==> config.mk <==
export PLATFORM = sky130hd
export DESIGN_NAME = alu_operand_loader
export DESIGN_NICKNAME = d
export VERILOG_FILES = /design/src/rtl/alu_pkg.sv /design/src/rtl/btn_edge_detect.sv /design/src/rtl/alu_operand_loader.sv
export SDC_FILE = /design/constraint.sdc
export NUM_CORES = 1
export LEC_CHECK = 0
export CAP_MARGIN = 5
export CORE_MARGIN = 2
export CORE_UTILIZATION = 45
export CTS_BUF_LIST = sky130_fd_sc_hd__clkbuf_4 sky130_fd_sc_hd__clkbuf_8
export DETAILED_ROUTE_END_ITERATION = 8
export GPL_TIMING_DRIVEN = 0
export PLACE_DENSITY = 0.87
export RECOVER_POWER = 100
export SYNTH_ARGS = -nofsm -noshare
export SYNTH_HDL_FRONTEND = slang
export SYNTH_SLANG_ARGS = --single-unit
==> constraint.sdc <==
create_clock -name clk -period 1.85 [get_ports clk]
set_input_delay 0.37 -clock clk [delete_from_list [all_inputs] [get_ports clk]]
set_output_delay 0.37 -clock clk [all_outputs]
set_load 0.01 [all_outputs]
==> images/met2.png <==
Bar = 20 µm.
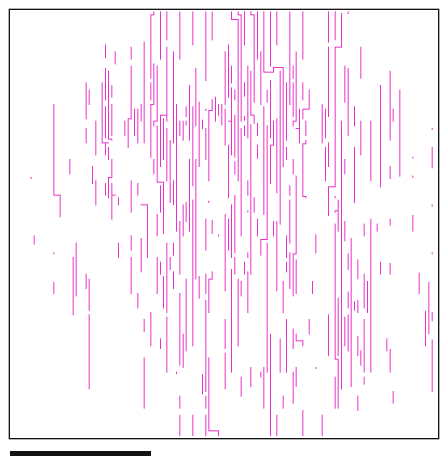
main direction: vertical
longest straight run: 38.1 µm
wire length on this layer: 1620 µm
nets with wire on the layer: 201
share of all routed wire: 49%
met2 Usage GRT: 0.3164
Via Count: 1311
DRT Wirelength: 3296 µm

==> images/port_nets.png <==
Bar = 20 µm.
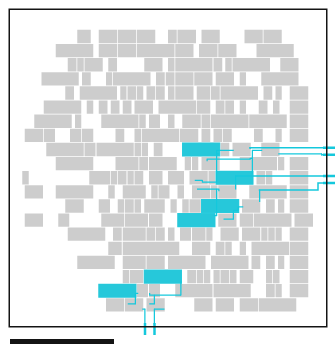
| color | port | direction | end cells | buffers | wire |
|---|---|---|---|---|---|
| cyan | o_opcode | output | 6 | 6 | 128 µm |
# IOs: 53
# port buffers: 51

==> out/metrics.csv <==
metric,value,unit
fin_crit,1.737,ns
largestClassByArea,registers,
startpoint_type,register,
place_ws,-0.1350,ns
max-cap-violations,0,
fin_ws,0.1131,ns
grt.overflow.total,0,
relSlewSlack,0.6987,
fmax,0.5757,GHz
crit_path_end_kind,primary output,
placedCellCount,259,
arrival,1.37,ns
antenna_left,0,
max_slew.worst_pin.slew,0.4520,ns
fp_util,0.4766,
syn_to_final_growth,44.54,%
ctsRootBufferMaster,clkbuf_4,
clock_latency,0.35,ns
n_clock_buffer,7,
critPathSlowestCell,dlygate4sd3_1,
post_cts_resized,0,
stage_log_warnings,29,
buffers,60,
grt_setup_unrepaired,false,
crit_cells,1,
bufAreaShareNonClock,0.2612,
dp_hpwl,2439,µm
die_h,60.87,µm
fp_nets,187,
flop-count,38,
drv_slew,0,
synth_cell_types,25,
die_w,60.87,µm
comb_share,0.3081,
numCtsBuffers,5,
drive_gt1_frac,0.06726,
cts.htree.levels,2,
cts_buffer_depth,2,
outcome,completed,
core,3053,µm²
synth.most_common_cell,dfxtp_1,
dieArea,3705,µm²
clock_sinks,38,
crit_required,1.48,ns
sh_seq_area,0.3617,
setup_violations,0,
hold_path.class,in2reg,
drt_iter0_drc,45,
seq_area,760.7,µm²
post_cts_buffers,0,
final_area,2103,µm²
synthCells,164,
hold_viol_final,0,
syn-cell-area,1455,µm²
final_net_count,245,
mostFrequentLayoutCell,dfxtp_1,
grt_usage,0.1974,
path_delay_family,buffers and inverters,
-- power by group --
| group | switching, µW | total, µW | internal, µW |
|---|---|---|---|
| combinational | 168 | 309 | 141 |
| clock | 261 | 577 | 316 |
| sequential | 21.0 | 866 | 845 |
-- kinds of logic (layout without fill, tap and decap cells) --
logic type	count (synthesis)	in the layout	share of synthesized area
AND-OR/OR-AND	29	29	0.1126
multiplexers	9	9	0.06363
buffers and inverters	11	70	0.03181
AND/OR/NAND/NOR	73	73	0.2347
adder cells (fa/ha/maj)	4	4	0.03440
flip-flops	38	38	0.5228
-- routing by layer --
layer,global-route usage,up-vias,part of all wire
li1,-,669,-
met1,0.2338,591,0.42
met2,0.3164,43,0.49
met3,0.07463,8,0.063
met4,0.09317,0,0.022
met5,0,-,0
Power and IR drop assume default switching activity.
